## src/rtl/core_alu_pkg.sv

```systemverilog
// Shared definitions for the core ALU arbiter: opcode numbering in ALU_SEL
// bit order and the arbiter FSM encoding.
package core_alu_pkg;

  localparam int NUM_ALU_OPS = 34;

  localparam int ADDI = 0;
  localparam int SLTI = 1;
  localparam int SLTIU = 2;
  localparam int XORI = 3;
  localparam int ORI = 4;
  localparam int ANDI = 5;
  localparam int SLLI = 6;
  localparam int SRLI = 7;
  localparam int SRAI = 8;
  localparam int ADD = 9;
  localparam int SUB = 10;
  localparam int SLL = 11;
  localparam int SLT = 12;
  localparam int SLTU = 13;
  localparam int XOR = 14;
  localparam int SRL = 15;
  localparam int SRA = 16;
  localparam int OR = 17;
  localparam int AND = 18;
  localparam int BEQ = 19;
  localparam int BNE = 20;
  localparam int BLT = 21;
  localparam int BGE = 22;
  localparam int BLTU = 23;
  localparam int BGEU = 24;
  localparam int LB = 25;
  localparam int LH = 26;
  localparam int LW = 27;
  localparam int LBU = 28;
  localparam int LHU = 29;
  localparam int SB = 30;
  localparam int SH = 31;
  localparam int SW = 32;
  localparam int ROT = 33;

  localparam logic [1:0] ST_IDLE = 2'd0;
  localparam logic [1:0] ST_EXEC = 2'd1;
  localparam logic [1:0] ST_CAPT = 2'd2;
  localparam logic [1:0] ST_RESP = 2'd3;

endpackage

```

## src/rtl/core_alu_opdec.sv

```systemverilog
// Compact opcode to one-hot ALU strobe decoder; opcodes past the last ALU op
// decode to all-zero so the ALU idles.
module core_alu_opdec
  import core_alu_pkg::*;
#(
  parameter int OPW = 6
) (
  input  logic [OPW-1:0]         op_i,
  output logic [NUM_ALU_OPS-1:0] sel_o
);

  for (genvar i = 0; i < NUM_ALU_OPS; i++) begin : g_bit
    assign sel_o[i] = (op_i == OPW'(i));
  end

endmodule

```

## src/rtl/core_alu_arb.sv

```systemverilog
// Round-robin sharing of the registered core ALU between the execute pipe (R0)
// and the address-gen/debug port (R1); one op in flight, result returned via valid/ready.
module core_alu_arb
  import core_alu_pkg::*;
#(
  parameter int XLEN = 32,
  parameter int OPW  = 6
) (
  input  logic                   CLK,
  input  logic                   RST_N,
  input  logic                   R0_REQ,
  output logic                   R0_GNT,
  input  logic [OPW-1:0]         R0_OP,
  input  logic [XLEN-1:0]        R0_RS1,
  input  logic [XLEN-1:0]        R0_RS2,
  input  logic [XLEN-1:0]        R0_IMM,
  input  logic                   R1_REQ,
  output logic                   R1_GNT,
  input  logic [OPW-1:0]         R1_OP,
  input  logic [XLEN-1:0]        R1_RS1,
  input  logic [XLEN-1:0]        R1_RS2,
  input  logic [XLEN-1:0]        R1_IMM,
  output logic                   R0_RSP_VALID,
  input  logic                   R0_RSP_READY,
  output logic                   R1_RSP_VALID,
  input  logic                   R1_RSP_READY,
  output logic [XLEN-1:0]        RSP_DATA,
  input  logic                   FLUSH,
  output logic                   BUSY,
  output logic [NUM_ALU_OPS-1:0] ALU_SEL,
  output logic [XLEN-1:0]        ALU_RS1,
  output logic [XLEN-1:0]        ALU_RS2,
  output logic [XLEN-1:0]        ALU_IMM,
  input  logic [XLEN-1:0]        ALU_RESULT
);

  logic [1:0]             state_q, state_d;
  logic                   ptr_q, ptr_d;
  logic                   own_q, own_d;
  logic [NUM_ALU_OPS-1:0] sel_q, sel_d, dec_sel;
  logic [XLEN-1:0]        rs1_q, rs1_d, rs2_q, rs2_d, imm_q, imm_d;
  logic [XLEN-1:0]        data_q, data_d;
  logic                   idle, g0, g1, own_rdy;
  logic [OPW-1:0]         win_op;

  // Grants are gated by reset so nothing is offered while the block is held in reset.
  assign idle = (state_q == ST_IDLE);
  assign g0   = RST_N & idle & ~FLUSH & R0_REQ & (~R1_REQ | ~ptr_q);
  assign g1   = RST_N & idle & ~FLUSH & R1_REQ & (~R0_REQ |  ptr_q);

  assign win_op  = g1 ? R1_OP : R0_OP;
  assign own_rdy = own_q ? R1_RSP_READY : R0_RSP_READY;

  core_alu_opdec #(.OPW(OPW)) u_dec (
    .op_i  (win_op),
    .sel_o (dec_sel)
  );

  always_comb begin
    state_d = state_q;
    ptr_d   = ptr_q;
    own_d   = own_q;
    sel_d   = sel_q;
    rs1_d   = rs1_q;
    rs2_d   = rs2_q;
    imm_d   = imm_q;
    data_d  = data_q;
    case (state_q)
      ST_IDLE: begin
        if (g0 | g1) begin
          own_d   = g1;
          ptr_d   = ~g1;
          sel_d   = dec_sel;
          rs1_d   = g1 ? R1_RS1 : R0_RS1;
          rs2_d   = g1 ? R1_RS2 : R0_RS2;
          imm_d   = g1 ? R1_IMM : R0_IMM;
          state_d = ST_EXEC;
        end
      end
      ST_EXEC: begin
        // Strobe lasts exactly one cycle: the ALU samples it at the end of EXEC.
        sel_d   = '0;
        state_d = FLUSH ? ST_IDLE : ST_CAPT;
      end
      ST_CAPT: begin
        sel_d = '0;
        if (FLUSH) begin
          state_d = ST_IDLE;
        end else begin
          data_d  = ALU_RESULT;
          state_d = ST_RESP;
        end
      end
      default: begin
        sel_d = '0;
        if (FLUSH || own_rdy) state_d = ST_IDLE;
      end
    endcase
  end

  always_ff @(posedge CLK or negedge RST_N) begin
    if (!RST_N) begin
      state_q <= ST_IDLE;
      ptr_q   <= 1'b0;
      own_q   <= 1'b0;
      sel_q   <= '0;
      rs1_q   <= '0;
      rs2_q   <= '0;
      imm_q   <= '0;
      data_q  <= '0;
    end else begin
      state_q <= state_d;
      ptr_q   <= ptr_d;
      own_q   <= own_d;
      sel_q   <= sel_d;
      rs1_q   <= rs1_d;
      rs2_q   <= rs2_d;
      imm_q   <= imm_d;
      data_q  <= data_d;
    end
  end

  assign R0_GNT       = g0;
  assign R1_GNT       = g1;
  assign R0_RSP_VALID = (state_q == ST_RESP) & ~own_q;
  assign R1_RSP_VALID = (state_q == ST_RESP) &  own_q;
  assign RSP_DATA     = data_q;
  assign BUSY         = ~idle;
  assign ALU_SEL      = sel_q;
  assign ALU_RS1      = rs1_q;
  assign ALU_RS2      = rs2_q;
  assign ALU_IMM      = imm_q;

endmodule

```

## config.mk

```make
export PLATFORM = sky130hd
export DESIGN_NAME = core_alu_arb
export DESIGN_NICKNAME = d
export VERILOG_FILES = /design/src/rtl/core_alu_pkg.sv /design/src/rtl/core_alu_opdec.sv /design/src/rtl/core_alu_arb.sv
export SDC_FILE = /design/constraint.sdc
export NUM_CORES = 1
export LEC_CHECK = 0
export CAP_MARGIN = 0
export CORE_MARGIN = 3
export CORE_UTILIZATION = 25
export CTS_BUF_LIST = sky130_fd_sc_hd__clkbuf_8 sky130_fd_sc_hd__clkbuf_16
export DETAILED_ROUTE_END_ITERATION = 8
export PLACE_DENSITY = 0.65
export RECOVER_POWER = 50
export SLEW_MARGIN = 20
export SYNTH_ARGS = -nofsm -noshare
export SYNTH_HDL_FRONTEND = slang
export SYNTH_HIERARCHICAL = 1
export SYNTH_SLANG_ARGS = --single-unit
export TNS_END_PERCENT = 30
```

## constraint.sdc

```tcl
create_clock -name CLK -period 2.4 [get_ports CLK]
set_clock_uncertainty 0.05 [all_clocks]
set_input_delay 0.72 -clock CLK [delete_from_list [all_inputs] [get_ports CLK]]
set_output_delay 0.72 -clock CLK [all_outputs]
set_load 0.02 [all_outputs]
```

==> GITHUB_STEP_SUMMARY, run 1 <==
### Metrics collected by this job

| Metric | Value |
|---|---|
| First DRT Iteration DRCs | `~330` |
| Chip Height | `~180 um` |
| Post-CTS Hold Buffers | `0` |
| Slew Limit Fails | `0` |
| Yosys stat chip area | `7740 um^2` |
| Worst Tran Pin Value | `roughly 0.81 ns` |
| Initial antenna violation count | `0` |
| Asr flop ratio synth | `1.00` |
| I/O Pins | `between 400 and 500` |
| Vias in the first global route | `around 6900` |
| Synthesized area | `approximately 7700 um^2` |
| Leak | `6.04 nW` |
| Synth top cells by count | `170 x nand2_1, 166 x dfrtp_1, 98 x mux2i_1` |
| Antenna viol nets, final | `0` |
| Mean Syn Cell Area | `10.6 um^2` |
| Layout cells sized above 1 | `0.146` |
| Worst min-delay path class | `input pin to async pin` |
| Top-area cell share | `0.537` |
| Floorplan Utilization | `0.258` |
| Num CTS Buffers | `17` |
| Yosys Warn Count | `6` |
| Die width | `between 150 and 200 um` |
| Cell with the largest stage delay on the worst path | `or4_4` |
| Clock Tree Buf Depth | `2` |
| WL/cell | `16.4 um` |
| Maximum vdd drop | `slightly above 0.5 mV` |
| Worst R2R End | `ALU_SEL[3]` |
| Critical-path cell list | `clkdlybuf4s15_1 -> inv_8 -> o21ai_4 -> or2_4 -> buf_6 -> mux2_4 -> or4_4 -> nor2_1 -> nand2_1 -> nand2_1` |
| GRT Residual Overflow | `0` |
| Top_reg_cell synth | `dfrtp_1` |
| Maxcap violations | `0` |
| Yosys reg bits | `approximately 170` |
| Mapped Nets | `roughly 1000` |
| CP arrival | `between 2 and 3 ns` |
| Total track usage | `0.151` |
| Final #Nets | `approximately 1400` |
| TritonCTS clock tree | `done` |
| First-pass GRT wire length | `slightly below 40000 um` |
| Crit. End Element | `register` |
| Period utilization | `0.997` |
| Area leader, netlist | `dfrtp_1` |
| Critical Path Most Common Cell | `nand2_1` |
| H-tree Lvls | `4` |
| Unrepaired setup endpoints after global routing | `true` |
| Clk latency late pin | `approximately 0.42 ns` |
| Clk pin slew, worst setup/hold paths | `0.06 ns` |
| Diodes inserted | `0` |
| Most common cell in the synthesized netlist | `nand2_1` |
| Yosys Instances | `727` |
| Max_slew headroom | `0.457` |
| Layout area overhead | `70.7%` |
| CP Launch Type | `input pin` |
| DRT Pass-1 Iters | `4` |
| Cell Type Count | `32` |
| Critical path type | `input pin to register` |
| Crit-path max FO | `6` |
| Top cells by area | `dfrtp_1 54%, mux2i_1 13%, nand2_1 8.2%` |
| Routability cong. | `0.761` |
| Min Tclk post-route | `around 2.4 ns` |
| Dpl hpwl | `19900 um` |
| Post-synth seq share | `0.537` |
| Mapped Cells | `approximately 730` |
| Die area | `33100 um^2` |
| Tool warnings | `32` |
| PortBufs | `~410` |
| Status | `finished, final reports clean` |
| Row count | `63` |
| Largest net degree at the start of global routing | `around 60` |
| CTS sink cnt | `~170` |
| Reg-to-Reg Start | `state_q[0]` |
| CTS Root Cell | `clkbuf_16` |
| WP data required | `2.71 ns` |
| # DRC | `0` |
| Post-Place Cells | `between 1500 and 2000` |
| Reg2reg path depth | `10` |
| Final setup vio count | `0` |
| PwrDens | `~1100 nW/um^2` |
| Flip-flops with a built-in enable | `0` |
| Vias per cell | `between 4 and 5` |
| Post-placement cell area | `12500 um^2` |
| Crit-path max cell delay | `between 0.5 and 0.6 ns` |
| Cell area after layout | `between 10000 and 15000 um^2` |
| Fmax | `~0.42 GHz` |
| Core Region | `between 30000 and 40000 um^2` |
| Final Hold Fails | `0` |
| R2R Setup Slk | `approximately 0.04 ns` |
==> run 1: worst max-delay path, delay by kind of cell <==
| kind | cells | cell delay (ns) |
|---|---|---|
| buffers and inverters | 3 | 0.51 |
| muxes | 1 | 0.34 |
| and+or+nand+nor | 5 | 1.08 |
| AOI/OAI and AO/OA | 1 | 0.06 |
==> run 1: sequential cells by signal (all words and copies together) (netlist names) <==
signal,count
ALU_SEL,34
state_q,2
ALU_RS1,32
RSP_DATA,32
own_q,1
ALU_IMM,32
ALU_RS2,32
ptr_q,1
==> run 1: stage by stage <==
step / worst slack [ns] / hold WS [ns] / utilization / setup TNS, ns / power [mW]
final: 0.00811 / 0.397 / 0.440 / 0 / 14.0
after global routing: -0.0749 / 0.429 / 0.440 / -1.60 / 14.9
after CTS: 0.0166 / 0.400 / 0.439 / 0 / 14.3
after detailed placement: -0.700 / 0.424 / 0.417 / -47.63 / 11.3
after global placement: -0.667 / 0.413 / 0.417 / -41.88 / 11.2
after floorplan: -0.0811 / 0.374 / - / -1.31 / 7.77
==> run 1: routing by layer <==
layer  routed length [um]  global-route usage  vias to the layer above
met2                13100               0.263                      238
li1                     -                   -                     3338
met3                 1760              0.0403                       11
met1                10600               0.185                     3174
met5                    0                   0                        -
met4                  282              0.0393                        0
==> run 1: worst max path at each step <==
stage	slack, ns	cells past startpoint	from	end
after CTS	0.02	4	state_q[0]	R1_RSP_VALID
after global placement	-0.67	10	R0_REQ	ALU_SEL[18]
after detailed placement	-0.70	10	R0_REQ	ALU_SEL[18]
after floorplan	-0.08	10	R0_REQ	ALU_SEL[10]
after global routing	-0.07	10	state_q[1]	ALU_SEL[2]
final	0.008	10	R0_REQ	ALU_SEL[3]
==> run 1: cells in the final DEF, fill, tap and decap left out, types with 8 or more instances in the layout <==
cell type,synthesis,layout
dfrtp_1,166,166
o21ai_1,96,53
clkdlybuf4s50_1,0,400
mux2i_1,98,98
o21ai_0,5,47
buf_12,0,8
nand2_1,170,170
mux2_2,36,33
nor2_1,36,26
nand3_1,20,20
nor2_2,1,11
buf_4,0,42
clkbuf_16,0,17
nand3_2,14,14
==> run 1: cells by family after synthesis <==
| family | after synthesis | synth area share |
|---|---|---|
| AND/OR/NAND/NOR | 260 | 0.155 |
| AND-OR/OR-AND | 104 | 0.0686 |
| flip-flops | 166 | 0.537 |
| multiplexers | 136 | 0.182 |
| adder cells (fa/ha/maj) | 5 | 0.00809 |
| buffers and inverters | 56 | 0.0493 |
==> run 1: final cells by class <==
cell class,count,area (um^2)
Clock inverter,12,151
Inverter,5,26.3
Multi-Input combinational cell,506,3300
Tap cell,390,488
Sequential cell,166,4150
Timing Repair Buffer,466,4620
Clock buffer,20,467
Fill cell,2885,16800
==> run 1: where the power goes <==
part           total, mW  switching [mW]  internal (mW)
combinational       6.65            3.36           3.29
clock               2.90            1.18           1.72
sequential          4.49           0.591           3.90
total               14.0            5.13           8.91
==> run 1: timing repair <==
action / 4_1_cts / 5_1_grt
gates resized: 30 / 15
endpoints found under the setup margin: 39 / 28
gates cloned: 0 / 1
endpoints found under the hold margin: 0 / 0
pin swaps: 4 / 6
setup buffers: 0 / 2
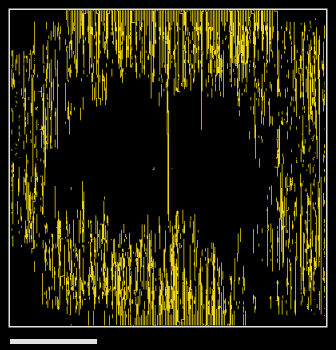
Fig. 1. Metal 2 (run 1).
Bar = 50 um.
main direction: vertical
longest straight run: 79.2 um
drt total wl: 25700 um
GR Util met2: 0.263
routed vias: 6761

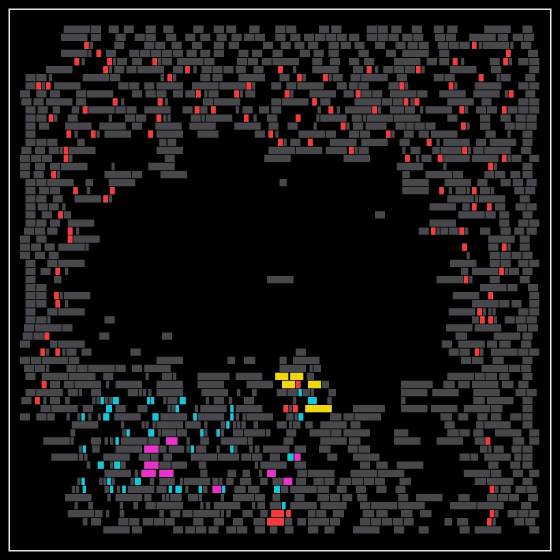
Fig. 2. Gate-type map (run 1).
legend:
  nor cells:
    colour: cyan
    cells: 40
    most_used: nor2_1
  aoi and oai cells:
    colour: red
    cells: 102
    most_used: o21ai_1
  and/or cells:
    colour: magenta
    cells: 9
    most_used: or4b_4
  fa/ha/maj cells:
    colour: yellow
    cells: 5
    most_used: ha_1
logic share of the area: 0.250
fin cells: 1565
Top cell excl fill/tap: clkdlybuf4s50_1

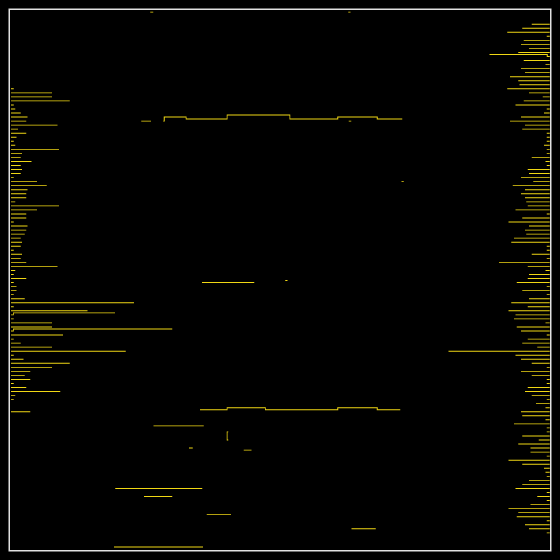
Fig. 3. Met3 routing (run 1).
nets with wire on the layer: 218
share of all routed wire: 6.8%
met3 track demand over resource: 0.0403

==> inputs of run 2 (changes only) <==
- GPL_TIMING_DRIVEN: default -> 0
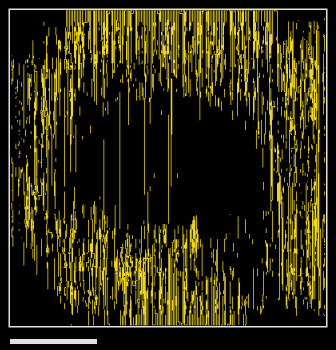
Fig. 4. Metal 2 (run 2).
Bar = 50 um.
share of all routed wire: 51%
longest straight run: 81.9 um
main direction: vertical
wire length on this layer: 14800 um
nets with wire on the layer: 1176
routed vias: 6900
drt total wl: 28900 um
GR Util met2: 0.301

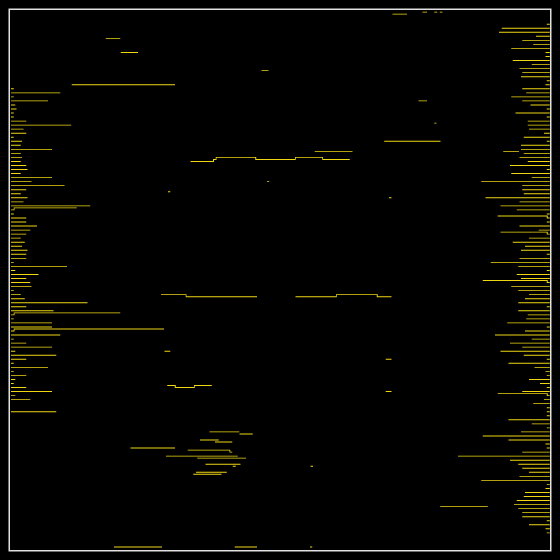
Fig. 5. Met3 routing (run 2).
share of all routed wire: 7.1%
nets with wire on the layer: 232
wire length on this layer: 2060 um
met3 track demand over resource: 0.0439

==> GITHUB_STEP_SUMMARY, run 2 <==
### Metrics collected by this job

| Metric | Value |
|---|---|
| I/O Pins | `410 (unchanged)` |
| Crit. End Element | `output pin` |
| Yosys reg bits | `166 (unchanged)` |
| WL/cell | `18.4 um (+12%)` |
| Core Region | `30000 um^2 (unchanged)` |
| PortBufs | `409 (unchanged)` |
| Cell Type Count | `32 (unchanged)` |
| Placement Setup Slack | `-1.03 ns (-0.334 ns)` |
| CP Launch Type | `input pin` |
| Clk pin slew, worst setup/hold paths | `0.07 ns (about the same)` |
| # DRC | `0 (unchanged)` |
| Dpl hpwl | `22100 um (+11%)` |
| Maximum vdd drop | `0.551 mV (+6.6%)` |
| Top cell excl fill/tap | `clkdlybuf4s50_1` |
| Top-area cell share | `0.537 (unchanged)` |
| Unrepaired setup endpoints after global routing | `true` |
| Total track usage | `0.169 (+0.0183)` |
| Chip Height | `182 um (unchanged)` |
| Routability cong. | `0.795 (+4.4%)` |
| Status | `complete, but fails checks` |
| Initial antenna violation count | `0 (unchanged)` |
| Leak | `6.02 nW (-0.28%)` |
| Layout area overhead | `70.3%` |
| Antenna viol nets, final | `0 (unchanged)` |
| Mapped Nets | `975 (unchanged)` |
| Post-CTS Hold Buffers | `0 (unchanged)` |
| Mean Syn Cell Area | `10.6 um^2 (unchanged)` |
| Crit-path max FO | `7 (+1)` |
| Maxcap violations | `0 (unchanged)` |
| Layout cells sized above 1 | `0.133 (-0.0137)` |
| Die width | `182 um (unchanged)` |
| Period utilization | `1.03 (+0.0286)` |
| Top cells by area | `dfrtp_1 54%, mux2i_1 13%, nand2_1 8.2%` |
| Largest net degree at the start of global routing | `91 (+52%)` |
| Diodes inserted | `0 (unchanged)` |
| CTS Root Cell | `clkbuf_16` |
| Yosys stat chip area | `7740 um^2 (unchanged)` |
| Row count | `63 (unchanged)` |
| Clock Tree Buf Depth | `2 (unchanged)` |
| Vias per cell | `4.39 (+1.5%)` |
| Synthesized area | `7740 um^2 (unchanged)` |
| Final Util | `0.439 (-0.00108)` |
| Cell area after layout | `13200 um^2 (-0.25%)` |
| Worst min-delay path class | `input pin to async pin` |
| Synth top cells by count | `170 x nand2_1, 166 x dfrtp_1, 98 x mux2i_1` |
| Num CTS Buffers | `17 (unchanged)` |
| Hold Slack | `0.0981 ns (-0.299 ns)` |
| GRT Residual Overflow | `0 (unchanged)` |
| Most common cell in the synthesized netlist | `nand2_1` |
| Fillcell total | `2949 (+2.2%)` |
| Yosys Instances | `727 (unchanged)` |
| TritonCTS clock tree | `done` |
| Area leader, netlist | `dfrtp_1` |
| Worst Tran Pin Value | `0.710 ns (-0.104 ns)` |
| Post-synth seq share | `0.537 (unchanged)` |
| Tool warnings | `33 (+3.1%)` |
| First DRT Iteration DRCs | `250 (-24%)` |
| Final setup vio count | `18 (+18)` |
| Post-placement cell area | `12400 um^2 (-1.2%)` |
| Floorplan Utilization | `0.258 (unchanged)` |
| DRT Pass-1 Iters | `4 (unchanged)` |
| Yosys Warn Count | `6 (unchanged)` |
| Top cells excl fill/tap | `400 x clkdlybuf4s50_1, 170 x nand2_1, 166 x dfrtp_1, 98 x mux2i_1, 96 x o21ai_1` |
| First-pass GRT wire length | `43600 um (+11%)` |
| CP arrival | `1.69 ns (-1.01 ns)` |
| H-tree Lvls | `4 (unchanged)` |
| WP data required | `1.63 ns (-1.08 ns)` |
| Max_slew headroom | `0.527 (+0.0694)` |
| Final Hold Fails | `0 (unchanged)` |
| Critical path type | `input pin to output pin` |
| Die area | `33100 um^2 (unchanged)` |
| Final #Nets | `1418 (+0.57%)` |
| PwrDens | `1060 nW/um^2 (+0.11%)` |
| Top_reg_cell synth | `dfrtp_1` |
| Max reg flops | `34 (unchanged)` |
| Clk latency late pin | `0.42 ns (about the same)` |
| Setup ws final | `-0.0606 ns (-0.0687 ns)` |
| Asr flop ratio synth | `1.00 (unchanged)` |
| Fmax | `0.406 GHz (-2.8%)` |
| Violated checks | `setup timing` |
| Vias in the first global route | `7221 (+4.5%)` |
| Slew Limit Fails | `0 (unchanged)` |
| Flip-flops with a built-in enable | `0 (unchanged)` |
| CTS sink cnt | `166 (unchanged)` |
| Min Tclk post-route | `2.46 ns (+0.0687 ns)` |
| Final Power | `14.0 mW (-0.14%)` |
| Mapped Cells | `727 (unchanged)` |
run 2: layout make-up:
| cell class | count | area (um^2) | share of cell area |
|---|---|---|---|
| Clock inverter | 15 | 149 | 0.0113 |
| Timing Repair Buffer | 424 | 4270 | 0.324 |
| Buffer | 49 | 372 | 0.0282 |
| Sequential cell | 166 | 4150 | 0.315 |
| Multi-Input combinational cell | 507 | 3290 | 0.250 |
| Clock buffer | 17 | 425 | 0.0323 |
| Inverter | 5 | 26.3 | 0.00199 |
| Tap cell | 390 | 488 | 0.0370 |
run 2: what timing repair did:
item,4_1_cts,5_1_grt
resized,38,16
gates cloned,3,0
endpoints found under the hold margin,0,0
setup buffers,11,2
pin swaps,6,1
endpoints found under the setup margin,40,39
run 2: cells by family (layout without fill, tap and decap cells):
group                      Yosys count  count (layout)  synth area share
and+or+nand+nor                    260             260             0.155
muxes                              136             138             0.182
buffers and inverters               56             510            0.0493
AOI/OAI and AO/OA                  104             104            0.0686
adders and majority gates            5               5           0.00809
DFF                                166             166             0.537
run 2: worst paths after layout:
check / from / to / slack [ns] / cells after the start
min: RST_N / ALU_SEL[31] / 0.1 / 1
max in group asynchronous: RST_N / ALU_RS2[5] / 1.49 / 2
min in group CLK: ALU_RS1[30] / ALU_RS1[30] / 0.43 / 2
max: FLUSH / R1_GNT / -0.06 / 6
min reg2reg: ALU_RS1[30] / ALU_RS1[30] / 0.43 / 2
max reg2reg: state_q[1] / ALU_SEL[8] / -0.06 / 11
run 2: per-stage QoR:
| step | instances | TNS [ns] |
|---|---|---|
| after floorplan | 727 | -1.31 |
| after global placement | 1526 | -1955.85 |
| after detailed placement | 1527 | -62.50 |
| after CTS | 1572 | -1.14 |
| after global routing | 1573 | -2.98 |
| final | 1573 | -0.615 |
run 2: worst max-delay path: stages:
cell and delay (ns):
clkdlybuf4s15_2 0.22, nand3b_4 0.18, or2_1 0.24, buf_6 0.15, inv_1 0.07, buf_6 0.11
run 2: routing by layer:
metal  up-vias  GRT usage  part of all wire
met4         0     0.0436             0.014
met5         -          0                 0
met3        20     0.0439             0.071
met2       271      0.301              0.51
li1       3354          -                 -
met1      3255      0.203              0.40
run 2: where the power goes:
group          switching, mW  leakage [nW]  internal (mW)
Combinational           3.50          3.64           3.29
Clock                   1.26         0.280           1.46
Sequential             0.607          2.10           3.90
Total                   5.37          6.02           8.65
==> inputs of run 3 (changes only) <==
- TNS_END_PERCENT: 30 -> 100
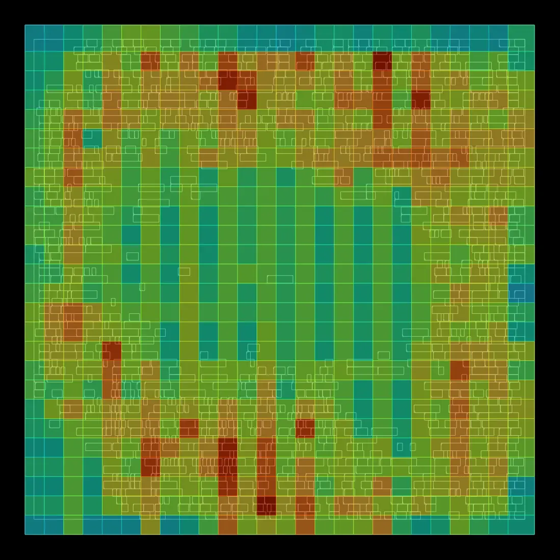
Fig. 6. Routing congestion (run 3).
Top Usage Layer GRT: met2
met1 global-route usage: 0.207
WL/cell: 18.5 um
total track usage: 0.170
met3 track demand over resource: 0.0455

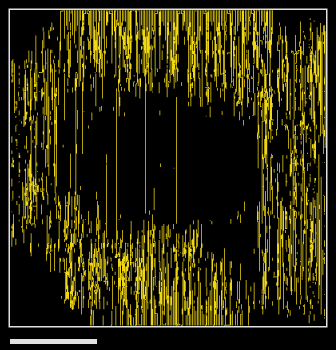
Fig. 7. Metal 2 (run 3).
Bar = 50 um.
wire length on this layer: 14900 um
share of all routed wire: 51%
nets with wire on the layer: 1218
longest straight run: 97.6 um
main direction: vertical
routed vias: 7023
drt total wl: 29300 um

==> GITHUB_STEP_SUMMARY, run 3 <==
### Metrics collected by this job

| Metric | Value |
|---|---|
| H-tree Lvls | `4 (unchanged)` |
| Critical path type | `input pin to output pin` |
| CP arrival | `1.71 ns (+0.02 ns)` |
| Bufs and invs on worst path | `4 (unchanged)` |
| Synth top cells by count | `170 x nand2_1, 166 x dfrtp_1, 98 x mux2i_1` |
| TritonCTS clock tree | `done` |
| Yosys Warn Count | `6 (unchanged)` |
| Layout area overhead | `71.9%` |
| Mapped Nets | `975 (unchanged)` |
| Final setup vio count | `17 (-1)` |
| Setup ws final | `-0.0819 ns (-0.0213 ns)` |
| Initial antenna violation count | `0 (unchanged)` |
| Synthesized area | `7740 um^2 (unchanged)` |
| Floorplan Utilization | `0.258 (unchanged)` |
| GR Util met2 | `0.301 (unchanged)` |
| Post-Place Cells | `1527 (unchanged)` |
| PwrDens | `1070 nW/um^2 (+0.68%)` |
| Top cells excl fill/tap | `400 x clkdlybuf4s50_1, 168 x nand2_1, 166 x dfrtp_1, 98 x mux2i_1, 96 x o21ai_1` |
| Chip Height | `182 um (unchanged)` |
| GRT Residual Overflow | `0 (unchanged)` |
| Flip-flops with a built-in enable | `0 (unchanged)` |
| Top non-seq family | `multiplexers` |
| Dpl hpwl | `21800 um (-1.5%)` |
| Vias in the first global route | `7339 (+1.6%)` |
| Antenna viol nets, final | `0 (unchanged)` |
| Worst Tran Pin Value | `1.32 ns (+0.611 ns)` |
| Setup TNS | `-0.594 ns (+0.0214 ns)` |
| Final Hold Fails | `0 (unchanged)` |
| Top-area cell share | `0.537 (unchanged)` |
| CP Launch Type | `input pin` |
| Post-synth seq share | `0.537 (unchanged)` |
| Maximum vdd drop | `0.458 mV (-17%)` |
| Maxcap violations | `0 (unchanged)` |
| Mean Syn Cell Area | `10.6 um^2 (unchanged)` |
| Leak | `6.07 nW (+0.79%)` |
| Final #Nets | `1428 (+0.71%)` |
| Cell Type Count | `32 (unchanged)` |
| Largest net degree at the start of global routing | `45 (-51%)` |
| Diodes inserted | `0 (unchanged)` |
| Min Tclk post-route | `2.48 ns (+0.0213 ns)` |
| Critical Path Most Common Cell | `buf_6` |
| Post-placement cell area | `12400 um^2 (unchanged)` |
| Max reg flops | `34 (unchanged)` |
| Num CTS Buffers | `17 (unchanged)` |
| Hold Slack | `0.0890 ns (-0.00905 ns)` |
| Fmax | `0.403 GHz (-0.86%)` |
| Violated checks | `setup timing` |
| DRT Pass-1 Iters | `5 (+1)` |
| Yosys reg bits | `166 (unchanged)` |
| WP data required | `1.63 ns (about the same)` |
| Xor and xnor area share after synthesis | `0 (unchanged)` |
| Area leader, netlist | `dfrtp_1` |
| Most common cell in the synthesized netlist | `nand2_1` |
| CTS sink cnt | `166 (unchanged)` |
| Status | `complete, but fails checks` |
| # DRC | `0 (unchanged)` |
| Period utilization | `1.03 (+0.00886)` |
| Cell with the largest stage delay on the worst path | `or2_4` |
| Kind of cell adding the most delay to the critical path | `buffers and inverters` |
| First DRT Iteration DRCs | `310 (+24%)` |
| AO/OA Area Share | `0.0686 (unchanged)` |
| PortBufs | `409 (unchanged)` |
| Clk pin slew, worst setup/hold paths | `0.07 ns (about the same)` |
| Post-CTS Hold Buffers | `0 (unchanged)` |
| Unrepaired setup endpoints after global routing | `true` |
| Clk latency late pin | `0.41 ns (about the same)` |
| Top cell excl fill/tap | `clkdlybuf4s50_1` |
| Crit-path max cell delay | `0.25 ns (about the same)` |
| Critical-path cell list | `clkdlybuf4s15_1 -> nand3b_4 -> or2_4 -> buf_6 -> inv_2 -> buf_6` |
| I/O Pins | `410 (unchanged)` |
| Vias per cell | `4.44 (+1.1%)` |
| Max_slew headroom | `0.119 (-0.407)` |
| Clock Tree Buf Depth | `2 (unchanged)` |
| Worst min-delay path class | `input pin to async pin` |
| Crit. End Element | `output pin` |
| Yosys Instances | `727 (unchanged)` |
| Yosys stat chip area | `7740 um^2 (unchanged)` |
| Simple Share, Synth | `0.155 (unchanged)` |
| Die width | `182 um (unchanged)` |
| CTS Root Cell | `clkbuf_16` |
| Die area | `33100 um^2 (unchanged)` |
| Top_reg_cell synth | `dfrtp_1` |
| Asr flop ratio synth | `1.00 (unchanged)` |
| Core Region | `30000 um^2 (unchanged)` |
| Row count | `63 (unchanged)` |
| Adder-cell share of the synthesized area | `0.00809 (unchanged)` |
| Placement Setup Slack | `-1.30 ns (-0.269 ns)` |
| Routability cong. | `0.801 (+0.78%)` |
| Tool warnings | `33 (unchanged)` |
| Top cells by area | `dfrtp_1 54%, mux2i_1 13%, nand2_1 8.2%` |
| Cell area after layout | `13300 um^2 (+0.92%)` |
| Mapped Cells | `727 (unchanged)` |
| Crit-path max FO | `5 (-2)` |
| Layout cells sized above 1 | `0.149 (+0.0165)` |
| Fin cells | `1583 (+0.64%)` |
| First-pass GRT wire length | `43700 um (+0.28%)` |
| Slew Limit Fails | `0 (unchanged)` |
| Synth mux share | `0.182 (unchanged)` |
run 3: cell families after synthesis:
family,count (synthesis)
buffers and inverters,56
multiplexers,136
AND-OR/OR-AND,104
AND/OR/NAND/NOR,260
adder cells (fa/ha/maj),5
flip-flops,166
run 3: what timing repair did:
item	in CTS	in global routing
gates resized	36	36
endpoints found under the hold margin	0	0
setup buffers	13	6
cloned	7	1
endpoints found under the setup margin	136	32
pin swaps	1	5
run 3: power by group:
group / internal (mW) / leakage, nW / switching [mW]
sequential: 3.90 / 2.10 / 0.599
combinational: 3.31 / 3.66 / 3.50
clock: 1.70 / 0.305 / 1.24
total: 8.90 / 6.07 / 5.34
run 3: routing by layer:
| layer | share of wire | vias up |
|---|---|---|
| met4 | 0.016 | 0 |
| met2 | 0.51 | 289 |
| li1 | - | 3377 |
| met5 | 0 | - |
| met1 | 0.40 | 3334 |
| met3 | 0.075 | 23 |
run 3: final timing paths:
kind	start	end	slack (ns)	cells after the start
min reg2reg	ALU_IMM[29]	ALU_IMM[29]	0.43	2
min in group CLK	ALU_IMM[29]	ALU_IMM[29]	0.43	2
max	FLUSH	R1_GNT	-0.08	6
max reg2reg	state_q[1]	ALU_SEL[0]	-0.05	10
min	RST_N	ALU_IMM[22]	0.09	1
max in group asynchronous	RST_N	RSP_DATA[2]	0.76	2
run 3: area by class of cell:
class	instances	area, um^2
Timing Repair Buffer	435	4290
Fill cell	2855	16700
Clock buffer	18	439
Buffer	48	367
Inverter	5	26.3
Sequential cell	166	4150
Clock inverter	14	186
Multi-Input combinational cell	507	3350
Tap cell	390	488
run 3: worst register-to-register path: stages (launching register included):
cell and delay (ns):
dfrtp_1 0.41, inv_2 0.09, ha_4 0.15, nand3b_4 0.09
or2_4 0.25, buf_2 0.17, mux2_4 0.35, or4_4 0.59
nor2_1 0.11, nand2_1 0.06, nand2_1 0.07
run 3: metrics by stage:
step / power (mW) / util
6_report: 14.2 / 0.443
5_1_grt: 15.1 / 0.443
4_1_cts: 14.4 / 0.443
3_5_place_dp: 11.2 / 0.412
3_3_place_gp: 11.1 / 0.411
2_1_floorplan: 7.77 / -
No activity file was given, so power comes from the tool's default toggle rates.
